===== config.mk =====
export PLATFORM = sky130hd
export DESIGN_NAME = op_sweep_ctrl_flat
export DESIGN_NICKNAME = d
export VERILOG_FILES = /design/src/rtl/op_sweep_if.sv /design/src/rtl/op_sweep_ctrl.sv /design/src/flat_wrapper.sv
export SDC_FILE = /design/constraint.sdc
export NUM_CORES = 1
export LEC_CHECK = 0
export ABC_CLOCK_PERIOD_IN_PS = 2300
export CAP_MARGIN = 25
export CORE_MARGIN = 3
export CORE_UTILIZATION = 52
export DETAILED_ROUTE_END_ITERATION = 10
export GPL_TIMING_DRIVEN = 0
export HOLD_SLACK_MARGIN = 0.02
export PLACE_DENSITY = 0.79
export REMOVE_ABC_BUFFERS = 1
export SYNTH_ARGS = -nofsm -noshare
export SYNTH_HDL_FRONTEND = slang
export SYNTH_SLANG_ARGS = --single-unit

===== constraint.sdc =====
create_clock -name clk -period 2.3 [get_ports clk]
set_clock_uncertainty 0.05 [all_clocks]
set_input_delay 0.345 -clock clk [delete_from_list [all_inputs] [get_ports clk]]
set_output_delay 0.345 -clock clk [all_outputs]
set_load 0.01 [all_outputs]

===== src/rtl/op_sweep_if.sv =====
// Signal bundle between the sweep controller and the unit/host it serves.
// The sig_out member exists only when OP_SWEEP_SIG_EN is defined.
interface op_sweep_if #(
  parameter int WIDTH = 5
);
  logic             start;
  logic [WIDTH-1:0] a_in;
  logic [WIDTH-1:0] b_in;
  logic [1:0]       s_out;
  logic [WIDTH-1:0] a_out;
  logic [WIDTH-1:0] b_out;
  logic [WIDTH-1:0] y_in;
  logic             busy;
  logic             done;
  logic [1:0]       res_sel;
  logic [WIDTH-1:0] res_out;
`ifdef OP_SWEEP_SIG_EN
  logic [WIDTH-1:0] sig_out;
`endif

  // master: the sweep controller
  modport master (
    input  start, a_in, b_in, y_in, res_sel,
    output s_out, a_out, b_out, busy, done, res_out
`ifdef OP_SWEEP_SIG_EN
    , output sig_out
`endif
  );

  // slave: the function unit and readback host
  modport slave (
    output start, a_in, b_in, y_in, res_sel,
    input  s_out, a_out, b_out, busy, done, res_out
`ifdef OP_SWEEP_SIG_EN
    , input sig_out
`endif
  );
endinterface


===== src/rtl/op_sweep_ctrl.sv =====
// Self-test sweep controller: latches A/B, walks select 00..11 holding each HOLD cycles,
// captures Y at the end of each hold. Optional rotate-XOR signature under OP_SWEEP_SIG_EN.
module op_sweep_ctrl #(
  parameter int WIDTH = 5,
  parameter int HOLD  = 20
) (
  input  logic         clk,
  input  logic         rst,
  op_sweep_if.master   bus
);

  typedef enum logic [1:0] {IDLE, DRIVE, DONE} state_t;

  localparam logic [7:0] HOLD_LAST = 8'(HOLD - 1);

  state_t           state;
  logic [7:0]       cnt;
  logic [1:0]       s_q;
  logic [WIDTH-1:0] a_q;
  logic [WIDTH-1:0] b_q;
  logic             busy_q;
  logic             done_q;
  logic [WIDTH-1:0] res_q [4];
`ifdef OP_SWEEP_SIG_EN
  logic [WIDTH-1:0] sig_q;

  function automatic logic [WIDTH-1:0] sig_step(input logic [WIDTH-1:0] sig,
                                                input logic [WIDTH-1:0] y);
    return {sig[WIDTH-2:0], sig[WIDTH-1]} ^ y;
  endfunction
`endif

  always_ff @(posedge clk or posedge rst) begin
    if (rst) begin
      state  <= IDLE;
      cnt    <= '0;
      s_q    <= '0;
      a_q    <= '0;
      b_q    <= '0;
      busy_q <= 1'b0;
      done_q <= 1'b0;
      for (int i = 0; i < 4; i++) res_q[i] <= '0;
`ifdef OP_SWEEP_SIG_EN
      sig_q  <= '0;
`endif
    end else begin
      case (state)
        IDLE: begin
          if (bus.start) begin
            a_q    <= bus.a_in;
            b_q    <= bus.b_in;
            s_q    <= 2'b00;
            cnt    <= '0;
            busy_q <= 1'b1;
            state  <= DRIVE;
`ifdef OP_SWEEP_SIG_EN
            sig_q  <= '0;
`endif
          end
        end
        DRIVE: begin
          // Y is sampled in the final cycle of the hold, giving the unit HOLD-1 cycles to settle.
          if (cnt == HOLD_LAST) begin
            res_q[s_q] <= bus.y_in;
            cnt        <= '0;
`ifdef OP_SWEEP_SIG_EN
            sig_q      <= sig_step(sig_q, bus.y_in);
`endif
            if (s_q == 2'b11) begin
              busy_q <= 1'b0;
              done_q <= 1'b1;
              state  <= DONE;
            end else begin
              s_q <= s_q + 2'd1;
            end
          end else begin
            cnt <= cnt + 8'd1;
          end
        end
        DONE: begin
          // start is deliberately not sampled here, so back-to-back sweeps see one IDLE cycle.
          done_q <= 1'b0;
          state  <= IDLE;
        end
        default: state <= IDLE;
      endcase
    end
  end

  assign bus.s_out   = s_q;
  assign bus.a_out   = a_q;
  assign bus.b_out   = b_q;
  assign bus.busy    = busy_q;
  assign bus.done    = done_q;
  assign bus.res_out = res_q[bus.res_sel];
`ifdef OP_SWEEP_SIG_EN
  assign bus.sig_out = sig_q;
`endif

endmodule


===== src/flat_wrapper.sv =====
// flat-port wrapper written by rule: the top's interface ports become plain ports
module op_sweep_ctrl_flat 
#(
  parameter int WIDTH = 5,
  parameter int HOLD  = 20
)
  (clk, rst, bus_start, bus_a_in, bus_b_in, bus_y_in, bus_res_sel, bus_s_out, bus_a_out, bus_b_out, bus_busy, bus_done, bus_res_out);
  op_sweep_if #(.WIDTH(WIDTH)) bus_i ();
  input  logic clk;
  input  logic rst;
  input wire logic [$bits(bus_i.start)-1:0] bus_start;
  input wire logic [$bits(bus_i.a_in)-1:0] bus_a_in;
  input wire logic [$bits(bus_i.b_in)-1:0] bus_b_in;
  input wire logic [$bits(bus_i.y_in)-1:0] bus_y_in;
  input wire logic [$bits(bus_i.res_sel)-1:0] bus_res_sel;
  output wire logic [$bits(bus_i.s_out)-1:0] bus_s_out;
  output wire logic [$bits(bus_i.a_out)-1:0] bus_a_out;
  output wire logic [$bits(bus_i.b_out)-1:0] bus_b_out;
  output wire logic [$bits(bus_i.busy)-1:0] bus_busy;
  output wire logic [$bits(bus_i.done)-1:0] bus_done;
  output wire logic [$bits(bus_i.res_out)-1:0] bus_res_out;
  assign bus_i.start = bus_start;
  assign bus_i.a_in = bus_a_in;
  assign bus_i.b_in = bus_b_in;
  assign bus_i.y_in = bus_y_in;
  assign bus_i.res_sel = bus_res_sel;
  assign bus_s_out = bus_i.s_out;
  assign bus_a_out = bus_i.a_out;
  assign bus_b_out = bus_i.b_out;
  assign bus_busy = bus_i.busy;
  assign bus_done = bus_i.done;
  assign bus_res_out = bus_i.res_out;
  op_sweep_ctrl #(.WIDTH(WIDTH), .HOLD(HOLD)) u_core (.clk(clk), .rst(rst), .bus(bus_i));
endmodule

==> Slide: Implementation Results, run 1 <==
Physical Implementation Snapshot

Floorplanning
  – Die Width: slightly above 70 um

Yosys
  – Mapped Area: 2161 um^2
  – Async SR Flop Fraction: 100.0%
  – Area share, top type: between 50% and 60%
  – Synth Register Bits: 44
  – Main flop type: dfrtp_1

Clocking
  – Clock transition at path regs: 90 ps
  – Htree depth: 2

Worst setup path
  – Worst R2R Path Depth: 4
  – Worst setup path start: bus_res_sel[1]
  – Required time worst endpoint: approximately 1900 ps
  – CP Cell Sequence: dlygate4sd2_1 -> mux4_2 -> clkdlybuf4s50_1

Finish
  – Area Overhead vs Synth: 23.80%
  – Leading cell kind: flip-flops and latches
  – Number of fill cells: 258
  – Multi-In Gates: 113

GRT
  – GR peak layer: met2
  – Gr ovfl total: 0
  – Number of global-route vias before repair: approximately 1.6k

Run
  – Total tool warning count: 31

Power
  – NetSw: 723.5 uW
  – Comb group: between 700 and 800 uW
  – Clk. pwr: slightly below 600 uW
  – Gate power share: 31.4%
  – PD cells: 867.2 nW/um^2

Outcome
  – Status: completed

Hold path
  – Worst min path class: flop to flop

Detailed routing
  – Max Used Layer: met4
  – WL/cell: between 15 and 20 um
  – Routed Antenna Nets: 0

STA
  – Worst slew pin tran: a little under 900 ps
  – RSZ-0062 raised after global routing: false
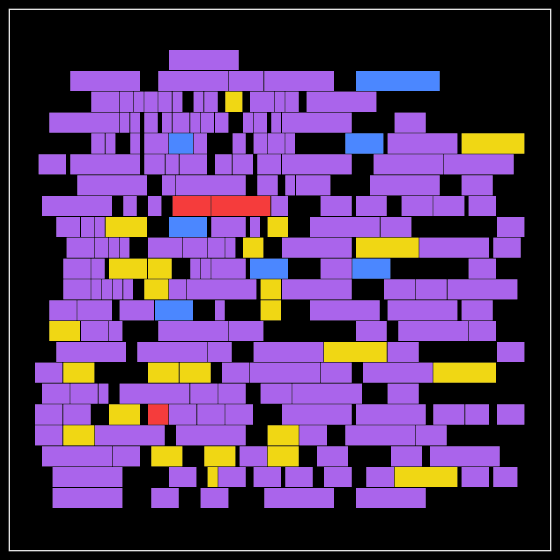
Figure 1: run 1, drive-strength map.
Key: purple = _0 and _1 cells [cells 176, share 83%]; yellow = _2 cells [cells 25, share 12%]; blue = _6 and larger [cells 7, share 3.3%]; red = _3 and _4 cells [cells 3, share 1.4%]
bufs w/o clock: 38
worst setup margin: 109.7 ps

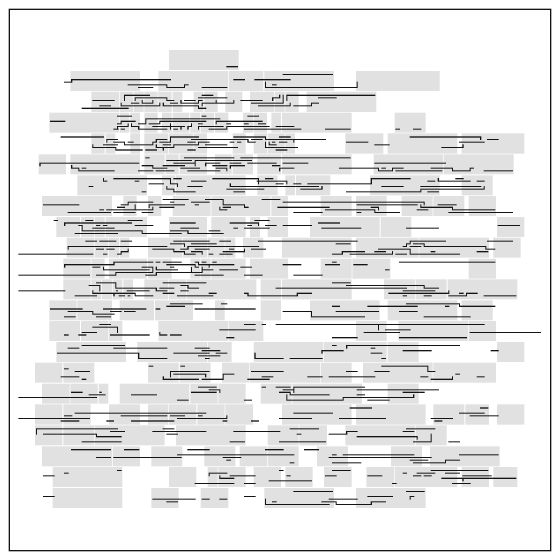
Figure 2: run 1, the metal 1 layer.
207 nets have wire on it. The wires run mostly horizontal. The layer carries 1830 um of wire.
routed via count: 1481
met1 GRT Util: 23.96%
final wirelength: 4170 um

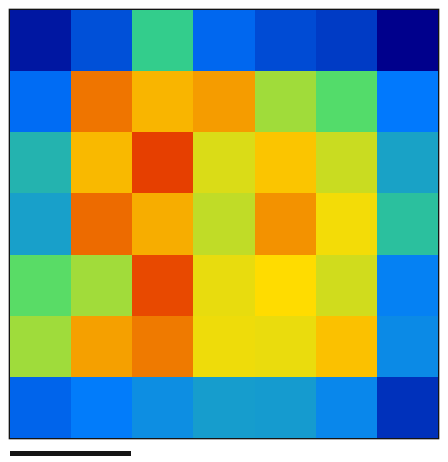
Figure 3: run 1, local utilization.
Scale bar: 20 um. 7 x 7 tiles, from dark blue (low) to red (high), 0 to 100% covered.
2.0% of the tiles are nearly empty. The fullest tile reaches 93%. The emptiest ninth of the die: upper right. The densest ninth of the die: centre. 27% of the tiles are over 75% full.
final core occ: 69.92%
CORE AREA: 3826 um^2
Init Core Util: 56.47%

Figure 4. The metal 2 layer (run 1).
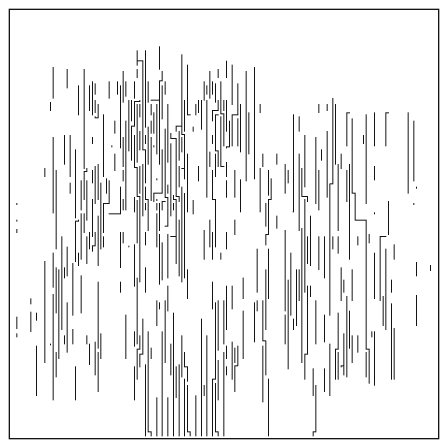

## Run 2: what changed since run 1
Settings changed: REMOVE_ABC_BUFFERS 1 to not set, SKIP_LAST_GASP set to 1.
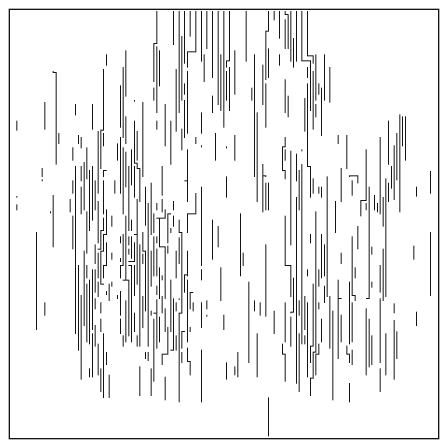
Figure 5: run 2, the metal 2 layer.
The wires run mostly vertical. The layer holds 50% of the routed length. The layer carries 2060 um of wire. 215 nets have wire on it.
final wirelength: 4112 um
met2 GRT Util: 29.52%

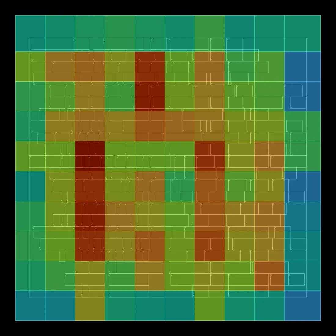
Figure 6: run 2, routing congestion.
WL/cell: 15.40 um
gr usage total: 18.01%
GR Util met3: 4.748%
final core occ: 70.73%

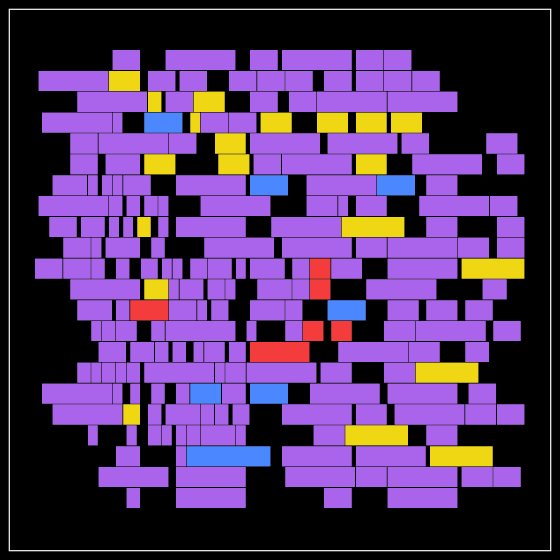
Figure 7: run 2, drive-strength map.
Key: yellow = _2 cells [cells 20, share 9.1%]; red = _3 and _4 cells [cells 6, share 2.7%]; purple = _0 and _1 cells [cells 186, share 85%]; blue = _6 and larger [cells 7, share 3.2%]
worst setup margin: 122.3 ps
Area Overhead vs Synth: 25.25%
Finished Cell Area: 2706 um^2
bufs w/o clock: 46

==> run 2 against run 1 <==
Compared with the run above: sequential share of layout area shrank 0.48 points; cell count is 3.1% higher; worst setup slack gained 13 ps; utilization up 0.82 points; via count is 1.4% higher; non-clock buffer count is 8 higher; area after synthesis did not move; power shrank 0.96%; first-iteration DRC count increased by 49%; sequential power fell by 1%.
==> Slide: Implementation Results, run 2 <==
Physical Implementation Snapshot

Power
  – Gate power share: 32.5% (was 31.4%)
  – NetSw: 704.1 uW (was 723.5 uW)
  – Comb group: 747 uW (was 729 uW)

Detailed routing
  – Max Used Layer: met4 (unchanged)
  – Routed Antenna Nets: 0 (unchanged)

Floorplanning
  – Die Width: 70.46 um (unchanged)
  – Init Core Util: 56.47% (unchanged)
  – CORE AREA: 3826 um^2 (unchanged)

GRT
  – Met1 GRT Util: 23.04% (was 23.96%)
  – Number of global-route vias before repair: 1561 (was 1636)

STA
  – RSZ-0062 raised after global routing: false (unchanged)

Finish
  – Leading cell kind: flip-flops and latches (unchanged)
  – Multi-In Gates: 113 (unchanged)

Outcome
  – Status: completed (unchanged)

Worst setup path
  – CP Cell Sequence: dlygate4sd2_1 -> mux4_2 -> clkdlybuf4s50_1 (unchanged)
  – Worst setup path start: bus_res_sel[1] (unchanged)
  – Required time worst endpoint: 1900 ps (about the same)

Clocking
  – Clock transition at path regs: 80 ps (was 90 ps)

Yosys
  – Synth Register Bits: 44 (unchanged)

Hold path
  – Worst min path class: flop to flop (unchanged)
Power and IR drop assume default switching activity.
